### Placement by cell class, run 1

Drawn at 8 px/um. Fill, decap, tap and diode cells in gray.
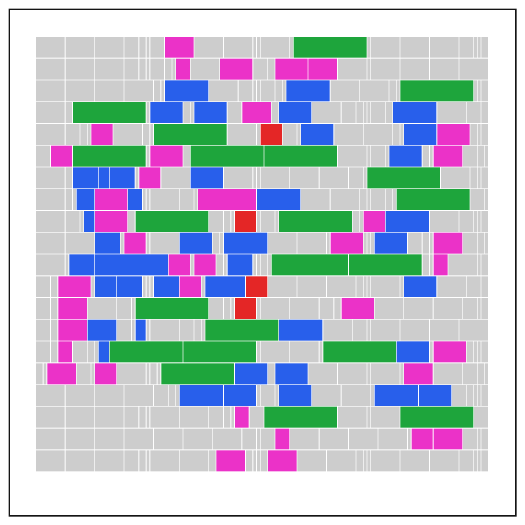
### Congestion heat map, run 1

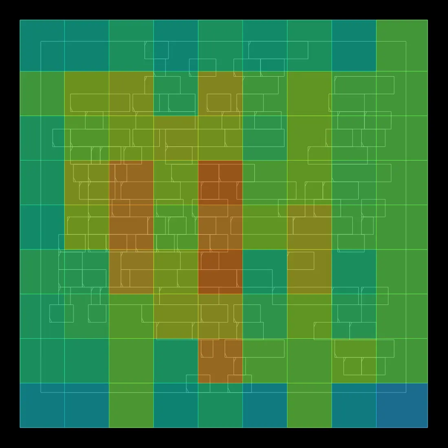
### Clock network drawn from the DEF, run 1

Drawn at 10 px/um.
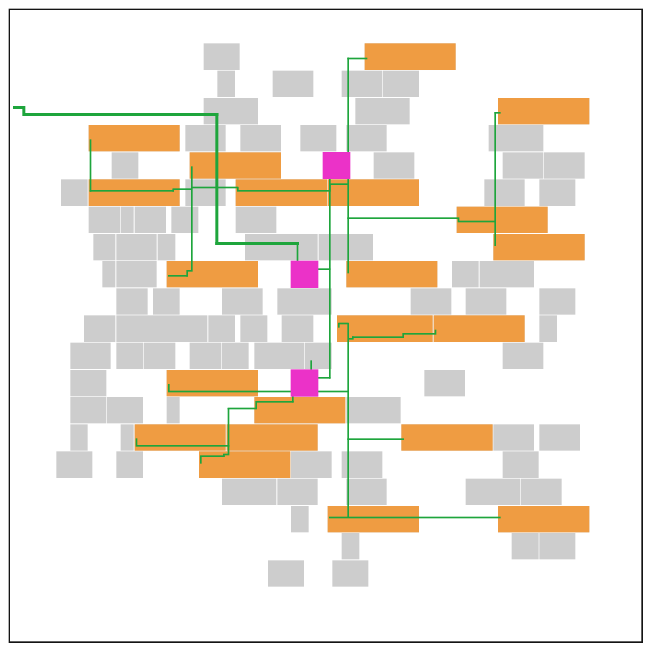
### Sequential cells grouped by signal name, run 1

Drawn at 8 px/um. Other sequential cells in the stronger gray, the rest of the logic in the fainter gray.
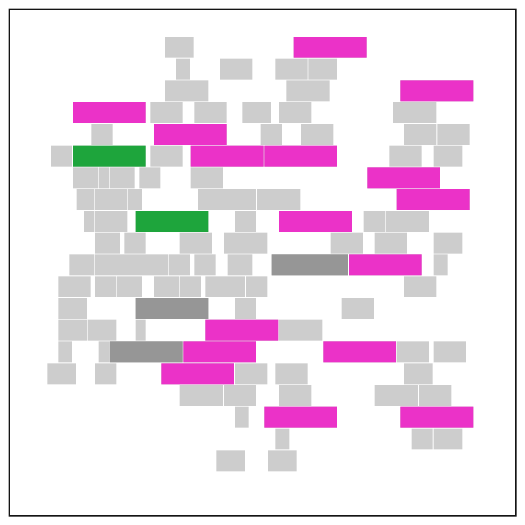
## config.mk

```make
export PLATFORM = sky130hd
export DESIGN_NAME = sfifo_reader
export DESIGN_NICKNAME = d
export VERILOG_FILES = /design/src/rtl/sfifo_pkg.sv /design/src/rtl/sfifo_reader_buf.sv /design/src/rtl/sfifo_reader.sv
export SDC_FILE = /design/constraint.sdc
export NUM_CORES = 1
export LEC_CHECK = 0
export CELL_PAD_IN_SITES_DETAIL_PLACEMENT = 0
export CELL_PAD_IN_SITES_GLOBAL_PLACEMENT = 1
export CORE_MARGIN = 3
export CORE_UTILIZATION = 30
export CTS_BUF_LIST = sky130_fd_sc_hd__clkbuf_2 sky130_fd_sc_hd__clkbuf_4 sky130_fd_sc_hd__clkbuf_8
export CTS_CLUSTER_DIAMETER = 150
export DETAILED_ROUTE_END_ITERATION = 10
export PLACE_DENSITY_LB_ADDON = 0.1
export SLEW_MARGIN = 0
export SYNTH_ARGS = -nofsm -noshare
export SYNTH_HDL_FRONTEND = slang
export SYNTH_SLANG_ARGS = --single-unit
```

## constraint.sdc

```tcl
create_clock -name clk -period 1.41 [get_ports clk]
set_input_delay 0.141 -clock clk [delete_from_list [all_inputs] [get_ports clk]]
set_output_delay 0.141 -clock clk [all_outputs]
set_load 0.005 [all_outputs]
```

## src/rtl/sfifo_pkg.sv

```systemverilog
// Shared definitions for the sfifo family: FIFO geometry, counter width,
// and the read-credit helper used by the drain controller.
package sfifo_pkg;

  localparam int unsigned SFIFO_DW    = 8;
  localparam int unsigned SFIFO_DEPTH = 8;
  localparam int unsigned SFIFO_AW    = 3;
  localparam int unsigned SFIFO_CNT_W = 16;

  // Output buffer fill level as seen by the reader
  typedef enum logic [1:0] {
    OCC_EMPTY = 2'd0,
    OCC_ONE   = 2'd1,
    OCC_FULL  = 2'd2
  } occ_e;

  // True when buffered words plus the word still in flight leave a free slot
  function automatic logic has_credit(input logic [1:0] occ,
                                      input logic       inflight,
                                      input int unsigned depth);
    logic [2:0] sum;
    sum = {1'b0, occ} + {2'b00, inflight};
    return (32'(sum) < depth);
  endfunction

endpackage

```

## src/rtl/sfifo_reader_buf.sv

```systemverilog
// Two-entry output buffer for sfifo_reader: write strobe appends at the tail,
// read strobe retires the head; 1-bit pointers wrap modulo 2.
module sfifo_reader_buf
  import sfifo_pkg::*;
#(
  parameter int unsigned DW = SFIFO_DW
) (
  input  logic          clk,
  input  logic          reset,
  input  logic          wr_en,
  input  logic [DW-1:0] wr_data,
  input  logic          rd_en,
  output logic [1:0]    occ,
  output logic [DW-1:0] head_data
);

  logic [DW-1:0] mem [2];
  logic          wr_ptr;
  logic          rd_ptr;
  occ_e          occ_q;

  // Storage, pointers and fill level
  always_ff @(posedge clk or negedge reset) begin
    if (!reset) begin
      mem[0] <= '0;
      mem[1] <= '0;
      wr_ptr <= 1'b0;
      rd_ptr <= 1'b0;
      occ_q  <= OCC_EMPTY;
    end else begin
      if (wr_en) begin
        mem[wr_ptr] <= wr_data;
        wr_ptr      <= ~wr_ptr;
      end
      if (rd_en) begin
        rd_ptr <= ~rd_ptr;
      end
      case ({wr_en, rd_en})
        2'b10:   occ_q <= (occ_q == OCC_EMPTY) ? OCC_ONE : OCC_FULL;
        2'b01:   occ_q <= (occ_q == OCC_FULL) ? OCC_ONE : OCC_EMPTY;
        default: occ_q <= occ_q;
      endcase
    end
  end

  // Head word and fill level to the controller
  always_comb begin
    occ       = occ_q;
    head_data = mem[rd_ptr];
  end

endmodule

```

## src/rtl/sfifo_reader.sv

```systemverilog
// Read-side drain controller for an 8-deep sfifo. Issues FIFO pops against
// buffer credit, captures the registered FIFO data one cycle later, and
// presents words on a valid/ready stream.
// Optional pop counter enabled by defining SFIFO_READER_CNT_EN.
module sfifo_reader
  import sfifo_pkg::*;
#(
  parameter int unsigned DW    = SFIFO_DW,
  parameter int unsigned DEPTH = 2
) (
  input  logic                   clk,
  input  logic                   reset,
  input  logic                   enable,
  input  logic                   fifo_empty,
  input  logic [DW-1:0]          fifo_rdata,
  output logic                   fifo_rd_en,
  output logic                   m_valid,
  output logic [DW-1:0]          m_data,
  input  logic                   m_ready
`ifdef SFIFO_READER_CNT_EN
  ,
  output logic [SFIFO_CNT_W-1:0] pop_count
`endif
);

  logic          inflight;
  logic [1:0]    occ;
  logic [DW-1:0] head_data;
  logic          out_fire;

  sfifo_reader_buf #(
    .DW(DW)
  ) u_buf (
    .clk      (clk),
    .reset    (reset),
    .wr_en    (inflight),
    .wr_data  (fifo_rdata),
    .rd_en    (out_fire),
    .occ      (occ),
    .head_data(head_data)
  );

  // Stream outputs and read issue; an accepting consumer frees a slot this cycle
  always_comb begin
    m_valid    = (occ != 2'd0);
    m_data     = head_data;
    out_fire   = m_valid & m_ready;
    fifo_rd_en = enable & ~fifo_empty & (has_credit(occ, inflight, DEPTH) | out_fire);
  end

  // A read issued this cycle returns data next cycle
  always_ff @(posedge clk or negedge reset) begin
    if (!reset) begin
      inflight <= 1'b0;
    end else begin
      inflight <= fifo_rd_en;
    end
  end

`ifdef SFIFO_READER_CNT_EN
  logic [SFIFO_CNT_W-1:0] pop_cnt;

  // Free-running pop counter, wraps at all-ones
  always_ff @(posedge clk or negedge reset) begin
    if (!reset) begin
      pop_cnt <= '0;
    end else if (fifo_rd_en) begin
      pop_cnt <= pop_cnt + 1'b1;
    end
  end

  assign pop_count = pop_cnt;
`endif

endmodule

```

==> job_summary.md, run 1 <==
### Flow metrics

| Metric | Value |
|---|---|
| Outcome | `complete, but fails checks` |
| Failing checks | `negative setup slack` |
| Final WS setup | `-17.9 ps` |
| Nets | `120` |
| Hold WS | `between 150 and 200 ps` |
| Clk pin slew, worst setup/hold paths | `approximately 120 ps` |
| Dominant kind of cell by area | `flip-flops and latches` |
| Buffering overhead | `0.248` |
| Max stage delay on crit path | `~430 ps` |
| Post-synth ARST share | `1.00` |
| N_taps | `between 40 and 50` |
| CP Data Required Time | `1270 ps` |
| Clock buffers | `4` |
| GR Layer Usage met1 | `0.137` |
| Largest net degree at the start of global routing | `22` |
| Leakage power | `between 0.6 and 0.7 nW` |
| Global-route wire length before repair | `between 3 and 4 mm` |
| Worst Reg-to-Reg Cells | `6` |
| Synthesis-to-finish area growth | `45.3%` |
| Die Y | `63.1 um` |
| Tally of yosys warning messages | `0` |
| Registers | `21` |
| CTS root buffer | `clkbuf_4` |
| Comb pwr share | `0.534` |
| Fillers | `between 300 and 400` |
| Final std cells w/o fill | `roughly 150` |
| Crit-path slowest cell | `dfrtp_2` |
| Final wirelength | `approximately 1.9 mm` |
| Top Ports | `23` |
| Final Hold Fails | `0` |
| Crit-path max FO | `5` |
| Worst hold-check path type | `input port to async pin` |
| Sequential fraction of the synthesis area | `0.536` |
| Crit share post-route | `1.01` |
| Most numerous logic cell after layout | `dfrtp_1` |
| Flops & latches, synth | `21` |
| Peak VDD IR | `0.850 mV` |
| CTS Sinks | `21` |
| Num CTS Buffers | `3` |
| Repair and plain buffers | `38` |
| Metal-1 WL | `884 um` |
| Most instantiated logic cells after routing | `dfrtp_1, mux2_2, clkdlybuf4s50_1, buf_6, buf_4` |
| IO Port Bufs | `22` |
| Post-synth mux share | `0.307` |
| WL met2 | `around 930 um` |
| DR pass1 iterations | `2` |
| NetSw | `~840 uW` |
| FF+latch area | `roughly 530 um2` |
| Comb pwr | `1.58 mW` |
| R2r setup slk | `~10 ps` |
| Grt met2 use | `0.161` |
| Top sig layer | `met4` |
| Clk buf depth | `2` |
| CTS tree | `built` |
| Final setup fails | `4` |
Back to the opening pictures, 'Placement by cell class':
legend:
  green:
    class: sequential cells
    cells: 21
    share_of_their_area: 38%
  blue:
    class: combinational and other logic
    cells: 42
    share_of_their_area: 34%
  red:
    class: clock drivers and dummy loads
    cells: 4
    share_of_their_area: 2.2%
  magenta:
    class: remaining buffers and delay cells
    cells: 38
    share_of_their_area: 26%
# rows: 20
flop share of the area: 0.370
post-route cell area: 1420 um2
Core ar.: 3080 um2
final design utilization: 0.463

Back to the opening pictures, 'Congestion heat map':
grt met3 use: 0.0357
mean routed wirelength per cell: 13.0 um
GR Util All Layers: 0.105
GR peak layer: met2

Back to the opening pictures, 'Clock network drawn from the DEF':
legend:
  magenta:
    item: clock drivers
    count: 3
  orange:
    item: flip-flops
    count: 21
  green:
    item: clock wires
    length: 268 um
routed clock nets: 4
Clk. pwr: 304 uW
Clock Skew: 5.75 ps

Back to the opening pictures, 'Sequential cells grouped by signal name':
legend:
  magenta:
    signal: `u_buf.mem`
    sequential_cells: 16
  green:
    signal: `u_buf.occ`
    sequential_cells: 2

## Run 2: what changed since run 1
--- a/config.mk
+++ b/config.mk
@@ -12,6 +12,7 @@
 export CTS_BUF_LIST = sky130_fd_sc_hd__clkbuf_2 sky130_fd_sc_hd__clkbuf_4 sky130_fd_sc_hd__clkbuf_8
 export CTS_CLUSTER_DIAMETER = 150
 export DETAILED_ROUTE_END_ITERATION = 10
+export GPL_ROUTABILITY_DRIVEN = 0
 export PLACE_DENSITY_LB_ADDON = 0.1
 export SLEW_MARGIN = 0
 export SYNTH_ARGS = -nofsm -noshare
### Congestion heat map, run 2

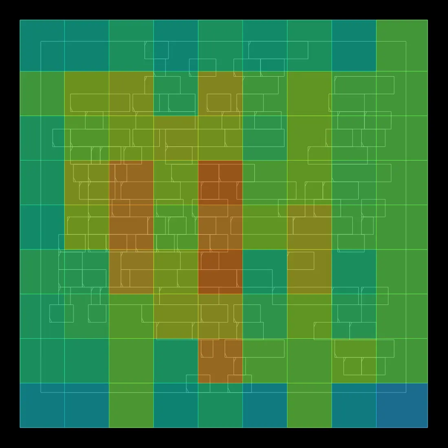
grt met2 use: 0.161
GR Layer Usage met1: 0.137

==> run 2 against run 1 <==
Compared with the run above: the run still ends with negative setup slack left; flip-flop count unchanged; cell area unchanged; combinational power about the same; largest power group unchanged; final cell count unchanged; clock skew unchanged; first-iteration DRC count unchanged; via count unchanged; synthesized cell count unchanged; wire length unchanged; critical endpoint unchanged; global-route usage unchanged; highest routed layer unchanged; largest cell class unchanged; critical path depth unchanged; setup slack unchanged.
==> job_summary.md, run 2 <==
### Flow metrics

| Metric | Value |
|---|---|
| Failing checks | `negative setup slack` |
| CTS Sinks | `21 (unchanged)` |
| Top sig layer | `met4` |
| Buffering overhead | `0.248 (unchanged)` |
| Sequential fraction of the synthesis area | `0.536 (unchanged)` |
| WL met2 | `933 um (unchanged)` |
| Post-route cell area | `1420 um2 (unchanged)` |
| Final setup fails | `4 (unchanged)` |
| Most instantiated logic cells after routing | `dfrtp_1, mux2_2, clkdlybuf4s50_1, buf_6, buf_4` |
| Hold WS | `176 ps (unchanged)` |
| Registers | `21 (unchanged)` |
| Peak VDD IR | `0.850 mV (unchanged)` |
| Num CTS Buffers | `3 (unchanged)` |
| Post-synth mux share | `0.307 (unchanged)` |
| Final std cells w/o fill | `149 (unchanged)` |
| Most numerous logic cell after layout | `dfrtp_1` |
| Final wirelength | `1.94 mm (unchanged)` |
| Final Hold Fails | `0 (unchanged)` |
| Core ar. | `3080 um2 (unchanged)` |
| Tally of yosys warning messages | `0 (unchanged)` |
| GR Util All Layers | `0.105 (unchanged)` |
| Comb pwr | `1.58 mW (about the same)` |
| Outcome | `complete, but fails checks` |
| Crit-path max FO | `5 (unchanged)` |
| Worst Reg-to-Reg Cells | `6 (unchanged)` |
| Top Ports | `23 (unchanged)` |
| NetSw | `842 uW (unchanged)` |
| Clk buf depth | `2 (unchanged)` |
| Fillers | `307 (unchanged)` |
| Largest net degree at the start of global routing | `22 (unchanged)` |
| # rows | `20 (unchanged)` |
| CTS root buffer | `clkbuf_4` |
| Grt met3 use | `0.0357 (unchanged)` |
| Clock buffers | `4 (unchanged)` |
| Mean routed wirelength per cell | `13.0 um (unchanged)` |
| Final design utilization | `0.463 (unchanged)` |
| R2r setup slk | `10 ps (about the same)` |
| Metal-1 WL | `884 um (unchanged)` |
| Nets | `120 (unchanged)` |
| Dominant kind of cell by area | `flip-flops and latches` |
| CP Data Required Time | `1270 ps (about the same)` |
| Comb pwr share | `0.534 (about the same)` |
| IO Port Bufs | `22 (unchanged)` |
| Final WS setup | `-17.9 ps (unchanged)` |
| Leakage power | `0.661 nW (unchanged)` |
| Die Y | `63.1 um (unchanged)` |
| Crit-path slowest cell | `dfrtp_2` |
| Post-synth ARST share | `1.00 (unchanged)` |
| Global-route wire length before repair | `3.26 mm (unchanged)` |
| N_taps | `44 (unchanged)` |
| DR pass1 iterations | `2 (unchanged)` |
| CTS tree | `built` |
| Worst hold-check path type | `input port to async pin` |
| GR peak layer | `met2` |
| Repair and plain buffers | `38 (unchanged)` |
| Clk. pwr | `304 uW (about the same)` |
| FF+latch area | `527 um2 (unchanged)` |
| Crit share post-route | `1.01 (unchanged)` |
### Sequential cells grouped by signal name, run 2

Drawn at 8 px/um. Other sequential cells in the stronger gray, the rest of the logic in the fainter gray.
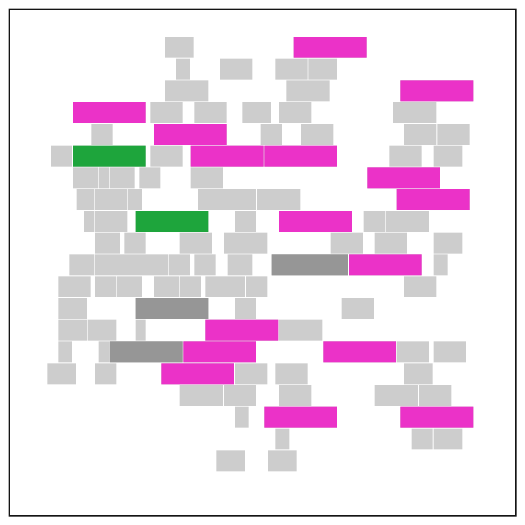
legend:
  magenta:
    signal: `u_buf.mem`
    sequential_cells: 16
  green:
    signal: `u_buf.occ`
    sequential_cells: 2

### Placement by cell class, run 2

Drawn at 8 px/um. Fill, decap, tap and diode cells in gray.
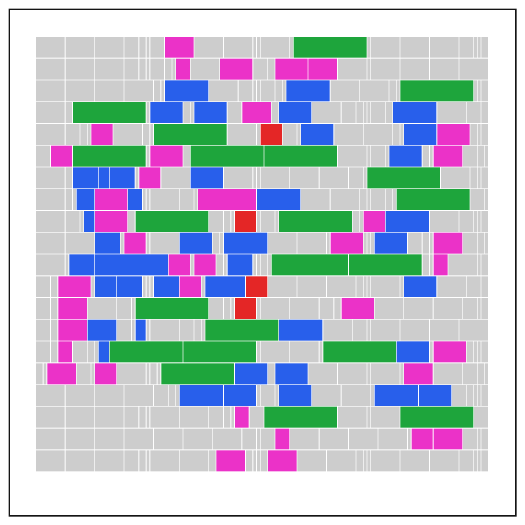

## Run 3: what changed since run 2
--- a/config.mk
+++ b/config.mk
@@ -5,6 +5,7 @@
 export SDC_FILE = /design/constraint.sdc
 export NUM_CORES = 1
 export LEC_CHECK = 0
+export ABC_AREA = 1
 export CELL_PAD_IN_SITES_DETAIL_PLACEMENT = 0
 export CELL_PAD_IN_SITES_GLOBAL_PLACEMENT = 1
 export CORE_MARGIN = 3
### Placement by cell class, run 3

Drawn at 8 px/um. Fill, decap, tap and diode cells in gray.
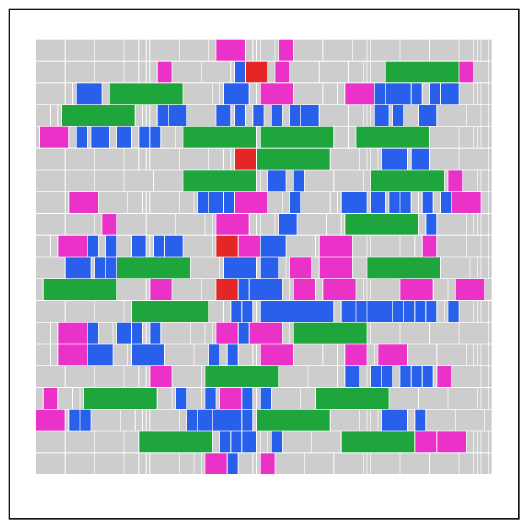
flop share of the area: 0.361
Core ar.: 3100 um2
final design utilization: 0.470
post-route cell area: 1460 um2

### Supply network, run 3

Drawn at 6 px/um. Pins as bars on the die edge.
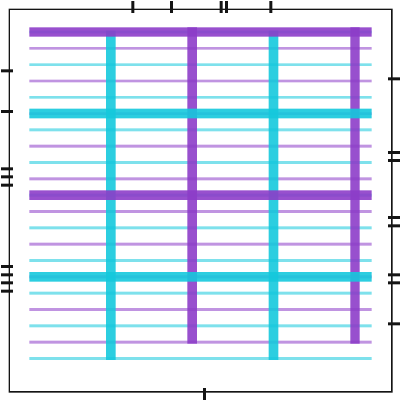
legend:
  purple:
    net: VDD
  cyan:
    net: VSS
met5 straps: 4
rows: 20
met1 rails: 21
signal pins: 23
Die Y: 63.5 um
chip width: 63.5 um
Peak VDD IR: 0.775 mV

==> run 3 against run 2 <==
Compared with the run above: the flow now finishes without violations; clock power is 5% higher; via count rose by 37%; core utilization up 0.72 points; setup slack better by 39 ps; first-iteration DRC count increased to 4.8 times the previous value; wire length increased by 19%; cell area rose by 2.4%.
==> job_summary.md, run 3 <==
### Flow metrics

| Metric | Value |
|---|---|
| NetSw | `1.13 mW (+34%)` |
| CTS Sinks | `21 (unchanged)` |
| Tally of yosys warning messages | `0 (unchanged)` |
| Final wirelength | `2.30 mm (+19%)` |
| Most instantiated logic cells after routing | `nand2_1, dfrtp_1, inv_1, clkdlybuf4s50_1, buf_4` |
| Clock buffers | `4 (unchanged)` |
| Crit-path slowest cell | `dfrtp_2` |
| Nets | `177 (+48%)` |
| Outcome | `finished clean` |
| Sequential fraction of the synthesis area | `0.530 (-0.00676)` |
| IO Port Bufs | `22 (unchanged)` |
| Largest net degree at the start of global routing | `22 (unchanged)` |
| Clk. pwr | `320 uW (+5%)` |
| Worst hold-check path type | `input port to async pin` |
| Top Ports | `23 (unchanged)` |
| Post-synth mux share | `0 (-0.307)` |
| Final std cells w/o fill | `206 (+38%)` |
| Comb pwr share | `0.529 (-0.005)` |
| WL met2 | `1.07 mm (+15%)` |
| Repair and plain buffers | `41 (+7.9%)` |
| Crit share post-route | `0.985 (-0.0275)` |
| Post-synth ARST share | `1.00 (unchanged)` |
| Mean routed wirelength per cell | `11.2 um (-14%)` |
| Fillers | `337 (+9.8%)` |
| Comb pwr | `1.57 mW (about the same)` |
| R2r setup slk | `50 ps (+40 ps)` |
| Final setup fails | `0 (-4)` |
| CTS root buffer | `clkbuf_4` |
| FF+latch area | `527 um2 (unchanged)` |
| Final WS setup | `21.0 ps (+38.8 ps)` |
| Clk buf depth | `2 (unchanged)` |
| Worst Reg-to-Reg Cells | `8 (+2)` |
| Dominant kind of cell by area | `flip-flops and latches` |
| GR Util All Layers | `0.118 (+0.0126)` |
| Metal-1 WL | `1.10 mm (+24%)` |
| Crit-path max FO | `5 (unchanged)` |
| Registers | `21 (unchanged)` |
| Leakage power | `0.764 nW (+16%)` |
| GR Layer Usage met1 | `0.159 (+0.0223)` |
| CP Data Required Time | `1270 ps (about the same)` |
| Buffering overhead | `0.238 (-0.0100)` |
Power figures rest on the tool's default switching activity, not on a simulated workload.
